==> src/rtl/bist_response_analyzer.sv <==
// rtl/bist_response_analyzer.sv - BIST read-response analyzer with fail log
//
// Purpose:
//   Receive-side companion to the BIST pattern generators. Delays the
//   generator's expected read stream by the SRAM read latency, compares it
//   against SRAM read data, and reports a sticky pass/fail flag, a saturating
//   mismatch count and a small FIFO log of failing {addr, expected, observed}.
//
// Ports:
//   clk            clock, all state on posedge
//   rst            synchronous reset, active-low
//   test_start_i   1-cycle pulse: clear results, begin analysis
//   exp_valid_i    generator issues a read this cycle
//   exp_addr_i     address of that read
//   exp_data_i     expected data for that read
//   gen_done_i     generator finished (sampled in RUN only)
//   rd_data_i      SRAM read data
//   pass_or_fail_o 1 = no mismatch since test_start, 0 = fail (sticky)
//   fail_count_o   mismatches since test_start, saturating
//   analysis_done_o high in DONE state
//   log_valid_o    fail-log head entry available
//   log_ready_i    consumer accepts head entry
//   log_addr_o     head entry address
//   log_exp_o      head entry expected data
//   log_obs_o      head entry observed data
//   log_overflow_o sticky: a mismatch was dropped because the log was full

module bist_response_analyzer #(
  parameter int ADDR_W       = 4,
  parameter int DATA_W       = 2,
  parameter int READ_LATENCY = 1,
  parameter int LOG_DEPTH    = 4,
  parameter int CNT_W        = 6
) (
  input  logic              clk,
  input  logic              rst,
  input  logic              test_start_i,
  input  logic              exp_valid_i,
  input  logic [ADDR_W-1:0] exp_addr_i,
  input  logic [DATA_W-1:0] exp_data_i,
  input  logic              gen_done_i,
  input  logic [DATA_W-1:0] rd_data_i,
  output logic              pass_or_fail_o,
  output logic [CNT_W-1:0]  fail_count_o,
  output logic              analysis_done_o,
  output logic              log_valid_o,
  input  logic              log_ready_i,
  output logic [ADDR_W-1:0] log_addr_o,
  output logic [DATA_W-1:0] log_exp_o,
  output logic [DATA_W-1:0] log_obs_o,
  output logic              log_overflow_o
);

  localparam int PTR_W  = $clog2(LOG_DEPTH);
  localparam int DCNT_W = (READ_LATENCY > 1) ? $clog2(READ_LATENCY) : 1;

  typedef enum logic [1:0] {S_IDLE, S_RUN, S_DRAIN, S_DONE} state_t;

  state_t state_q, state_d;
  logic [DCNT_W-1:0] drain_cnt_q, drain_cnt_d;
  logic drain_last;
  logic in_run, in_active;

  // ---------------- FSM: state register ----------------
  always_ff @(posedge clk) begin
    if (!rst) begin
      state_q     <= S_IDLE;
      drain_cnt_q <= '0;
    end else begin
      state_q     <= state_d;
      drain_cnt_q <= drain_cnt_d;
    end
  end

  assign drain_last = (drain_cnt_q == DCNT_W'(READ_LATENCY - 1));

  // ---------------- FSM: next state ----------------
  always_comb begin
    state_d     = state_q;
    drain_cnt_d = drain_cnt_q;
    case (state_q)
      S_IDLE: ;
      S_RUN: begin
        if (gen_done_i) begin
          state_d     = S_DRAIN;
          drain_cnt_d = '0;
        end
      end
      S_DRAIN: begin
        // The last read was issued at or before the gen_done cycle, so
        // READ_LATENCY drain cycles bring it out of the pipeline.
        if (drain_last) state_d = S_DONE;
        else            drain_cnt_d = drain_cnt_q + 1'b1;
      end
      S_DONE: ;
      default: state_d = S_IDLE;
    endcase
    // test_start restarts from any state
    if (test_start_i) begin
      state_d     = S_RUN;
      drain_cnt_d = '0;
    end
  end

  // ---------------- FSM: outputs ----------------
  always_comb begin
    in_run          = (state_q == S_RUN);
    in_active       = (state_q == S_RUN) || (state_q == S_DRAIN);
    analysis_done_o = (state_q == S_DONE);
  end

  // ---------------- Alignment pipeline ----------------
  logic [READ_LATENCY-1:0] pv_q;
  logic [ADDR_W-1:0]       pa_q [READ_LATENCY];
  logic [DATA_W-1:0]       pd_q [READ_LATENCY];

  always_ff @(posedge clk) begin
    if (!rst || test_start_i || !in_active) begin
      pv_q <= '0;
    end else begin
      // New reads only enter while RUN; DRAIN just flushes what is in flight.
      pv_q[0] <= in_run && exp_valid_i;
      for (int i = 1; i < READ_LATENCY; i++) pv_q[i] <= pv_q[i-1];
    end
  end

  always_ff @(posedge clk) begin
    if (!rst) begin
      for (int i = 0; i < READ_LATENCY; i++) begin
        pa_q[i] <= '0;
        pd_q[i] <= '0;
      end
    end else begin
      pa_q[0] <= exp_addr_i;
      pd_q[0] <= exp_data_i;
      for (int i = 1; i < READ_LATENCY; i++) begin
        pa_q[i] <= pa_q[i-1];
        pd_q[i] <= pd_q[i-1];
      end
    end
  end

  logic mismatch;
  assign mismatch = in_active && !test_start_i && pv_q[READ_LATENCY-1] &&
                    (rd_data_i != pd_q[READ_LATENCY-1]);

  // ---------------- Fail log FIFO ----------------
  logic [ADDR_W-1:0] la_q [LOG_DEPTH];
  logic [DATA_W-1:0] le_q [LOG_DEPTH];
  logic [DATA_W-1:0] lo_q [LOG_DEPTH];
  logic [PTR_W-1:0]  wr_q, rd_q;
  logic [PTR_W:0]    occ_q;
  logic full, push, pop;

  assign full        = (occ_q == (PTR_W+1)'(LOG_DEPTH));
  assign log_valid_o = (occ_q != '0);
  assign pop         = log_valid_o && log_ready_i && !test_start_i;
  // A pop in the same cycle frees the slot the push needs, even when full.
  assign push        = mismatch && (!full || pop);

  always_ff @(posedge clk) begin
    if (!rst || test_start_i) begin
      wr_q  <= '0;
      rd_q  <= '0;
      occ_q <= '0;
    end else begin
      if (push) wr_q <= wr_q + 1'b1;
      if (pop)  rd_q <= rd_q + 1'b1;
      case ({push, pop})
        2'b10:   occ_q <= occ_q + 1'b1;
        2'b01:   occ_q <= occ_q - 1'b1;
        default: occ_q <= occ_q;
      endcase
    end
  end

  always_ff @(posedge clk) begin
    if (push) begin
      la_q[wr_q] <= pa_q[READ_LATENCY-1];
      le_q[wr_q] <= pd_q[READ_LATENCY-1];
      lo_q[wr_q] <= rd_data_i;
    end
  end

  // Head is read from registered storage at a registered pointer, so it is
  // stable while the consumer stalls; forced to zero when the log is empty.
  assign log_addr_o = log_valid_o ? la_q[rd_q] : '0;
  assign log_exp_o  = log_valid_o ? le_q[rd_q] : '0;
  assign log_obs_o  = log_valid_o ? lo_q[rd_q] : '0;

  // ---------------- Results ----------------
  logic              pass_q;
  logic [CNT_W-1:0]  cnt_q;
  logic              ovf_q;

  always_ff @(posedge clk) begin
    if (!rst || test_start_i) begin
      pass_q <= 1'b1;
      cnt_q  <= '0;
      ovf_q  <= 1'b0;
    end else if (mismatch) begin
      pass_q <= 1'b0;
      if (cnt_q != '1) cnt_q <= cnt_q + 1'b1;
      if (full && !pop) ovf_q <= 1'b1;
    end
  end

  assign pass_or_fail_o = pass_q;
  assign fail_count_o   = cnt_q;
  assign log_overflow_o = ovf_q;

endmodule

==> config.mk <==
export PLATFORM = sky130hd
export DESIGN_NAME = bist_response_analyzer
export DESIGN_NICKNAME = d
export VERILOG_FILES = /design/src/rtl/bist_response_analyzer.sv
export SDC_FILE = /design/constraint.sdc
export NUM_CORES = 1
export LEC_CHECK = 0
export CORE_UTILIZATION = 35
export CTS_CLUSTER_SIZE = 25
export DETAILED_ROUTE_END_ITERATION = 8
export SETUP_SLACK_MARGIN = 0.15
export SYNTH_ARGS = -nofsm -noshare
export SYNTH_HDL_FRONTEND = slang
export SYNTH_SLANG_ARGS = --single-unit
export TNS_END_PERCENT = 10
==> constraint.sdc <==
create_clock -name clk -period 6.05 [get_ports clk]
set_input_delay 1.21 -clock clk [delete_from_list [all_inputs] [get_ports clk]]
set_output_delay 1.21 -clock clk [all_outputs]
set_load 0.05 [all_outputs]
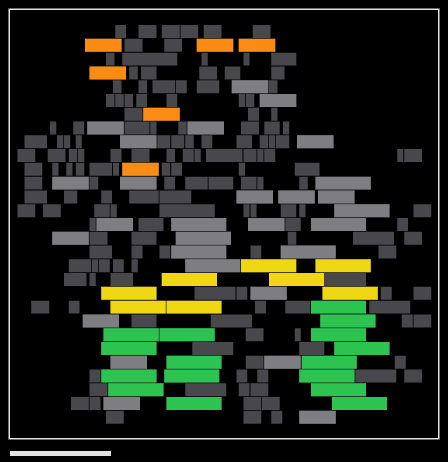
(run_1/ff_map.png)
The bar under the picture is 20 um long. Other sequential cells in the stronger gray, the rest of the logic in the fainter gray.
- orange: `fail_count_o` (placed flops 6)
- green: `la_q` (placed flops 16)
- yellow: `le_q` (placed flops 8)
register area: 1481 um2
power in sequential cells: 0.421 mW
final core occ: 46.20%
flop share of the area: 49.64%

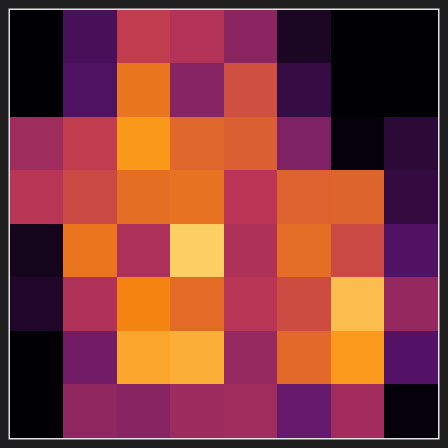
(run_1/util_map.png)
The die is cut into 8 by 8 equal tiles; black is low, pale yellow is high, 0 to 100% covered.
- mean over tiles: 40%
- emptiest ninth of the die: top right
- fullest tile: 90%
- densest ninth of the die: middle
core area: 6459 um2
Core Util at FP: 36.88%

==> reports/results.ini, run 1 <==
[critical_path]
critPathTopFamily = buffers and inverters
worst-setup-path-type = flop to primary output
setup.worst_path.end = log_obs_o[0]
worstPathCellList = mux4_2 > nor2b_1 > clkdlybuf4s50_1
crit_fanout = 8
crit_slowest_cell = clkdlybuf4s50_1
reg2reg_from = state_q[0]
cpPeakStageDelay_ns = 0.70
crit_required_ns = 4.84
rrSetupSlack_ns = 3.78

[finish]
post_layout_nonfiller_instances = 295
lay_top_cells = 32 x edfxtp_1, 31 x clkdlybuf4s50_1, 26 x dfxtp_1
design_area_um2 = 2984
areaGrowthSynthToFinish_pct = 25.26
nClkBuffers = 10
comb_share_pct = 28.47
lay_top_count = edfxtp_1
inv_count = 8
regMostFlops = la_q
logic_area_um2 = 849.6
fill_cells = 613
n_all_buffers = 32
comb_cells = 104
largest_reg_flops = 16
dominant_cells = sequential cells
antenna_cells = 0

[global_routing]
grt_pass1_vias = 1365
grt_max_degree = 19
grt_remaining_overflow = 0
grt_use_met2_pct = 18.85
grt_first_pass_wirelength_mm = 6.582

[flow_run]
drv_cap = 0

[status]
violations = DRC
status = complete, but fails checks

[final_timing]
fin_skew_ns = 0.005981
rsz0062_at_grt = no
hold_ws_ns = 0.4725
fmax_ghz = 0.2773
setup_ws_ns = 2.443
final.setup.tns_ns = 0
min_period_ns = 3.607
finalClockPeriodUsage_pct = 59.61
tightest_slew_ns = 0.6713
setup_viol = 0
slew-limit-headroom_pct = 55.25
drv_slew = 0

[clock_tree]
cts_setup_buffers = 0
cts_buffers = 9
post_cts_resized = 0
clk_pin_slew_ns = 0.06
htree_levels = 3
cts_tree = yes

[logic_synthesis]
ys_sh_simple_pct = 13.97
synth_area_um2 = 2382
ys_sh_mux_pct = 8.824
edf_count = 32
ys_seq_share_pct = 62.18
flop_cell = edfxtp_1
synth_chip_area_um2 = 2382
ys_sh_aoi_pct = 4.569
synth_flops = 58
synth.comb.largest_family = simple AND/OR/NAND/NOR gates
ys_warn_count = 0
top_cells_by_count = 32 x edfxtp_1, 26 x dfxtp_1, 13 x nor2_1
xor_area_share_pct = 3.256
yosysTopAreaCell = edfxtp_1

[power]
p_comb_mw = 0.0225
netSwitchingPower_mw = 0.1509
seqPwrFrac_pct = 52.0
power_leader = registers
power_mw = 0.8098
switching_share_pct = 18.63
p_leak_nw = 1.011
powerClk_mw = 0.366
p_int_mw = 0.6589

[worst_hold_path]
whs_path_depth = 0
min_from = pa_q[0][1]
hold-path-endpoint = la_q[0][1]

[die]
die_area_um2 = 7140
io_pins = 32
die_height_um = 84.50
taps = 77

[drt]
vias = 1381
vias_per_cell = 4.681
highest_layer = met4
route.met2.wl_mm = 1.881
drt-pass1-iter-count = 8
wirelength_mm = 3.862
drc = 3

[placed_design]
dp_slack_ns = 2.517
dpl-instance-area_um2 = 2775
portBuffers = 31
gp_congestion = 0.7372

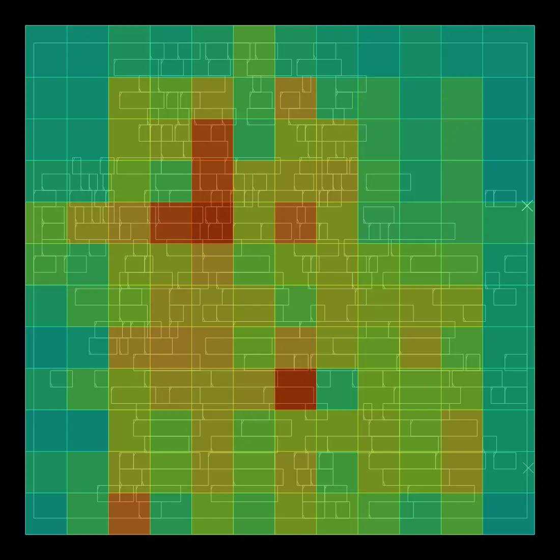
(run_1/congestion_map.png)
GR Util All Layers: 12.48%
met1 Use GR: 15.59%
DR WL/cell: 13.09 um

## Run 2: what changed since run 1
Clock period 6.05 ns to 3.05 ns, I/O delays scaled along.
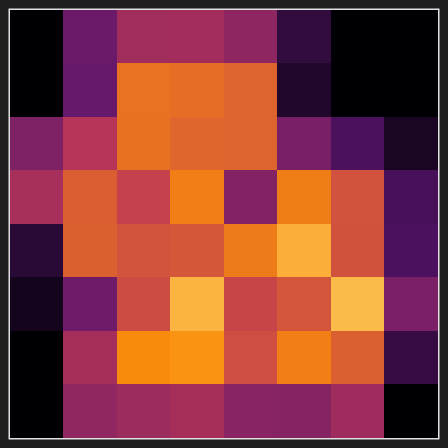
(run_2/util_map.png)
The die is cut into 8 by 8 equal tiles; black is low, pale yellow is high, 0 to 100% covered.
final core occ: 46.69%

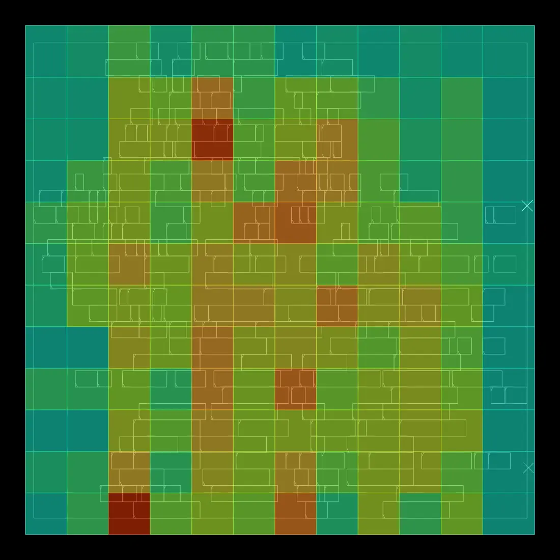
(run_2/congestion_map.png)
met3 usage: 2.655%
GR Util All Layers: 12.65%
met2 Usage GRT: 19.66%
DR WL/cell: 13.17 um
GR peak layer: met2

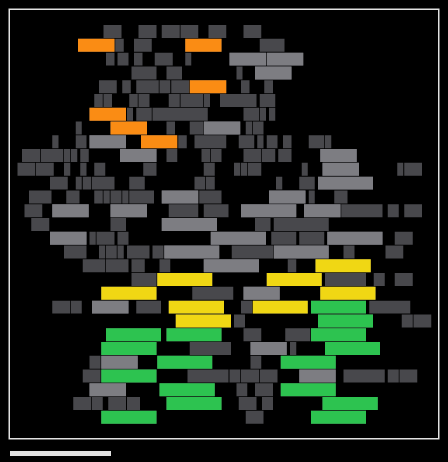
(run_2/ff_map.png)
The bar under the picture is 20 um long. Other sequential cells in the stronger gray, the rest of the logic in the fainter gray.
flop share of the area: 49.13%
power in sequential cells: 0.836 mW

==> run 2 against run 1 <==
Against the previous run: the flow still finishes with violations (DRC); critical path type unchanged; combinational power is 100% higher; routed wire length grew 1.6%; clock skew increased by 0.0021 ns; sequential cell count stayed put.
==> reports/results.ini, run 2 <==
[status]
status = complete, but fails checks
violations = DRC

[final_timing]
finalClockPeriodUsage_pct = 92.00
setup_viol = 0  ; unchanged
drv_slew = 0  ; unchanged
final.setup.tns_ns = 0  ; unchanged
fmax_ghz = 0.3564
rsz0062_at_grt = no
fin_skew_ns = 0.008119  ; +0.002137 ns
min_period_ns = 2.806
slew-limit-headroom_pct = 55.46  ; +0.22 points
hold_ws_ns = 0.4785  ; +0.006026 ns
hold_viol_final = 0
tightest_slew_ns = 0.6681  ; -0.003253 ns
setup_ws_ns = 0.2440  ; -2.199 ns

[finish]
regMostFlops = la_q
lay_top_count = edfxtp_1
n_all_buffers = 35  ; +9.4%
design_area_um2 = 3015  ; +1.0%
antenna_cells = 0  ; unchanged
areaGrowthSynthToFinish_pct = 26.58
largest_reg_flops = 16  ; unchanged
fill_cells = 599  ; -2.3%
nClkBuffers = 9  ; -1
drive_above_1_share_pct = 14.93
clkCellAreaFrac_pct = 7.220
comb_cells = 104  ; unchanged
post_layout_nonfiller_instances = 298  ; +1.0%
dominant_cells = sequential cells
comb_share_pct = 28.17  ; -0.30 points
flop_area_um2 = 1481  ; unchanged
inv_count = 8  ; unchanged
lay_top_cells = 32 x edfxtp_1, 31 x clkdlybuf4s50_1, 26 x dfxtp_1
logic_area_um2 = 849.6  ; unchanged

[power]
power_mw = 1.633  ; +100%
switching_share_pct = 19.69  ; +1.1 points
p_leak_nw = 1.030  ; +1.9%
seqPwrFrac_pct = 51.2  ; -0.8 points
p_comb_share_pct = 2.8
p_int_mw = 1.311  ; +99%
netSwitchingPower_mw = 0.3214  ; +110%
powerClk_mw = 0.751  ; +110%
p_comb_mw = 0.0459  ; +100%
power_leader = registers

[die]
core_um2 = 6459  ; unchanged
taps = 77  ; unchanged
fp_util_pct = 36.88  ; unchanged
io_pins = 32  ; unchanged
die_height_um = 84.50  ; unchanged
die_area_um2 = 7140  ; unchanged
num_rows = 29
die_x_um = 84.50

[drt]
first_iter_violations = 41
wirelength_mm = 3.925  ; +1.6%
highest_layer = met4
vias = 1395  ; +1.0%
route.met2.wl_mm = 1.823  ; -3.1%
drc = 3  ; unchanged
route.met3.wl_um = 134
drt-pass1-iter-count = 8  ; unchanged
vias_per_cell = 4.681  ; about the same
met1Wirelength_mm = 1.829

[logic_synthesis]
flop_cell = edfxtp_1
top_cells_by_count = 32 x edfxtp_1, 26 x dfxtp_1, 13 x nor2_1
edf_count = 32  ; unchanged
synthesis.nets = 198
synth_area_um2 = 2382  ; unchanged
synth.comb.largest_family = simple AND/OR/NAND/NOR gates
adder_share_pct = 5.042
ys_sh_simple_pct = 13.97  ; unchanged
xor_area_share_pct = 3.256  ; unchanged
yosysCellCount = 175
ys_sh_mux_pct = 8.824  ; unchanged
avgSynthCellArea_um2 = 13.61
synthCells = 175
ys_seq_share_pct = 62.18  ; unchanged
synth_chip_area_um2 = 2382  ; unchanged
top_cells_by_area = edfxtp_1 40%, dfxtp_1 22%, mux4_2 7.6%, ha_1 4.2%, and2_1 2.9%
ys_warn_count = 0  ; unchanged
yosysTopAreaCell = edfxtp_1
synth_flops = 58  ; unchanged
ys_sh_aoi_pct = 4.569  ; unchanged

[critical_path]
rrSetupSlack_ns = 0.76  ; -3.02 ns
cp.buffers_inverters = 2
crit_fanout = 8  ; unchanged
setup.worst_path.end = log_obs_o[0]
cpPeakStageDelay_ns = 0.69  ; about the same
crit_slowest_cell = clkdlybuf4s50_1
start_kind = flop
worstPathCellList = buf_4 > mux4_2 > nor2b_1 > clkdlybuf4s50_1
worst-setup-path-type = flop to primary output
cp-end-kind = primary output
regToRegEndpoint = lo_q[2][0]
crit_required_ns = 2.44  ; -2.40 ns
arrival_ns = 2.20
reg2reg_from = state_q[0]
critPathTopFamily = buffers and inverters

[clock_tree]
clk_pin_slew_ns = 0.06  ; about the same
cts_buffers = 9  ; unchanged
cts_setup_buffers = 0  ; unchanged
holdBufCountCts = 0
cts_tree = yes
post_cts_resized = 0  ; unchanged
htree_levels = 3  ; unchanged

[global_routing]
grt_first_pass_wirelength_mm = 6.665  ; +1.3%
grt_pass1_vias = 1441  ; +5.6%
grt_remaining_overflow = 0  ; unchanged
grt_max_degree = 19  ; unchanged
antenna_found_initial = 0
gr-usage-met1_pct = 15.12  ; -0.46 points

[worst_hold_path]
min_path_type = flop to flop
whs_path_depth = 2  ; +2
hold-path-endpoint = log_overflow_o
min_from = log_overflow_o

[placed_design]
portBuffers = 31  ; unchanged
dp_slack_ns = 0.05369  ; -2.463 ns
gp_congestion = 0.7071  ; -4.1%
dpl-instance-area_um2 = 2798  ; +0.81%
place_inst = 282
dp_hpwl_mm = 2.784

[flow_run]
drv_cap = 0  ; unchanged
warnings = 31

## Run 3: what changed since run 2
--- a/constraint.sdc
+++ b/constraint.sdc
@@ -3,2 +3,2 @@
 set_output_delay 0.61 -clock clk [all_outputs]
-set_load 0.05 [all_outputs]
+set_load 0.01 [all_outputs]
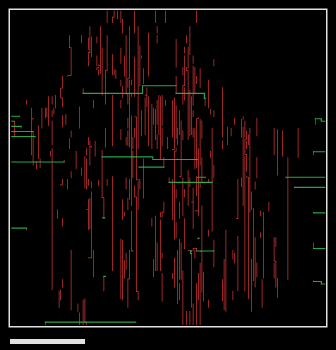
(run_3/layers.png)
The bar under the picture is 20 um long. Only two layers are drawn.
- red: M2 (wire length 2010 um)
- green: M3 (wire length 183 um)
GR Util All Layers: 12.89%
final WL: 4.072 mm
DR WL/cell: 13.66 um
via count: 1400

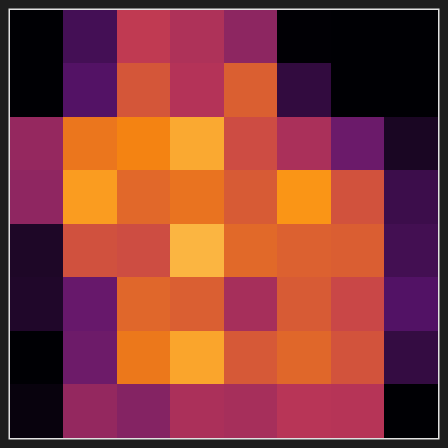
(run_3/util_map.png)
The die is cut into 8 by 8 equal tiles; black is low, pale yellow is high, 0 to 100% covered.
final core occ: 46.71%

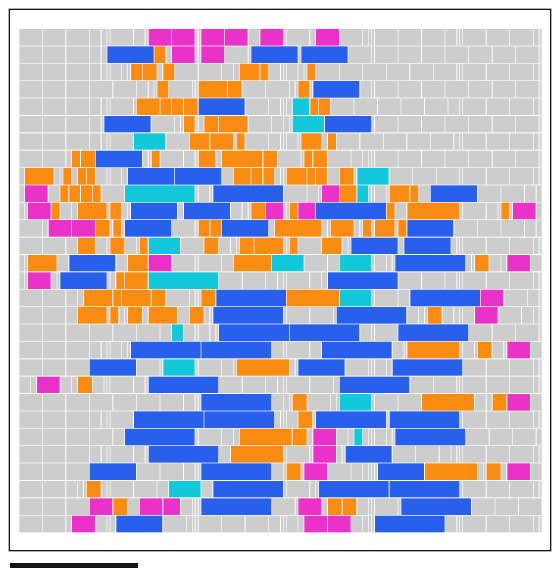
(run_3/class_map.png)
The bar under the picture is 20 um long. Fill, decap, tap and diode cells in gray.
- blue: sequential cells (cells 58; share of their area 51%)
- orange: remaining logic cells (cells 112; share of their area 30%)
- magenta: remaining buffers and delay cells (cells 35; share of their area 12%)
- cyan: clock drivers and dummy loads (cells 16; share of their area 7.5%)
post-route cell area: 3017 um2
flop share of the area: 49.11%
Core Rows: 29

==> run 3 against run 2 <==
Against the previous run: the flow still finishes with violations (DRC); non-clock buffer count did not move; synthesized cell count is the same; sequential share of layout area about the same; largest cell class unchanged; highest routed layer unchanged.
==> reports/results.ini, run 3 <==
[final_timing]
setup_ws_ns = 0.2366  ; -0.007394 ns
slew-limit-headroom_pct = 54.67  ; -0.80 points
drv_slew = 0  ; unchanged
rsz0062_at_grt = no
finalClockPeriodUsage_pct = 92.24  ; +0.24 points
tightest_slew_ns = 0.6800  ; +0.01195 ns
min_period_ns = 2.813  ; +0.007394 ns
fin_skew_ns = 0.006263  ; -0.001856 ns
hold_viol_final = 0  ; unchanged

[finish]
antenna_cells = 0  ; unchanged
drive_above_1_share_pct = 14.93  ; unchanged
n_all_buffers = 35  ; unchanged
logic_area_um2 = 849.6  ; unchanged
comb_share_pct = 28.16  ; about the same
nClkBuffers = 11  ; +2
comb_cells = 104  ; unchanged
lay_top_count = edfxtp_1
lay_top_cells = 32 x edfxtp_1, 31 x clkdlybuf4s50_1, 26 x dfxtp_1
regMostFlops = la_q

[flow_run]
warnings = 31  ; unchanged
drv_cap = 0  ; unchanged

[placed_design]
dp_hpwl_mm = 2.875  ; +3.3%
dp_slack_ns = 0.1810  ; +0.1273 ns

[drt]
highest_layer = met4
vias_per_cell = 4.698  ; +0.36%
route.met2.wl_mm = 2.009  ; +10%
drc = 4  ; +1

[logic_synthesis]
ys_warn_count = 0  ; unchanged
edf_count = 32  ; unchanged
top_cells_by_area = edfxtp_1 40%, dfxtp_1 22%, mux4_2 7.6%, ha_1 4.2%, and2_1 2.9%
synth.comb.largest_family = simple AND/OR/NAND/NOR gates
ys_sh_mux_pct = 8.824  ; unchanged
ys_sh_simple_pct = 13.97  ; unchanged
ys_sh_aoi_pct = 4.569  ; unchanged
synthesis.nets = 198  ; unchanged
adder_share_pct = 5.042  ; unchanged

[worst_hold_path]
min_path_type = flop to flop
min_from = pass_or_fail_o
whs_path_depth = 1  ; -1

[global_routing]
met3_usage_pct = 4.130  ; +1.5 points
grt_use_met2_pct = 20.33  ; +0.67 points
antenna_found_initial = 0  ; unchanged
grt_max_degree = 19  ; unchanged
grt_first_pass_wirelength_mm = 6.734  ; +1.0%
grt_remaining_overflow = 0  ; unchanged
gr-usage-met1_pct = 15.41  ; +0.29 points

[power]
seqPwrFrac_pct = 50.9  ; -0.3 points
powerClk_mw = 0.763  ; +2%
p_comb_share_pct = 2.7  ; about the same
p_leak_nw = 1.031  ; +0.11%
p_comb_mw = 0.0449  ; -2%
powerSeq_mw = 0.836  ; about the same
p_int_mw = 1.333  ; +1.7%

[critical_path]
regToRegEndpoint = le_q[3][0]
arrival_ns = 2.20  ; about the same
worstPathCellList = mux4_2 > nor2b_1 > clkdlybuf4s50_1
worst-setup-path-type = flop to primary output
critPathTopFamily = flip-flops
cpPeakStageDelay_ns = 0.67  ; -0.02 ns
crit_required_ns = 2.44  ; about the same
reg2reg_from = state_q[0]
crit_slowest_cell = dfxtp_1
cp.buffers_inverters = 1  ; -1
cp-end-kind = primary output

[status]
violations = DRC
status = complete, but fails checks

[clock_tree]
clk_pin_slew_ns = 0.06  ; about the same
holdBufCountCts = 0  ; unchanged
post_cts_resized = 0  ; unchanged

[die]
core_um2 = 6459  ; unchanged

Power and IR drop assume default switching activity.
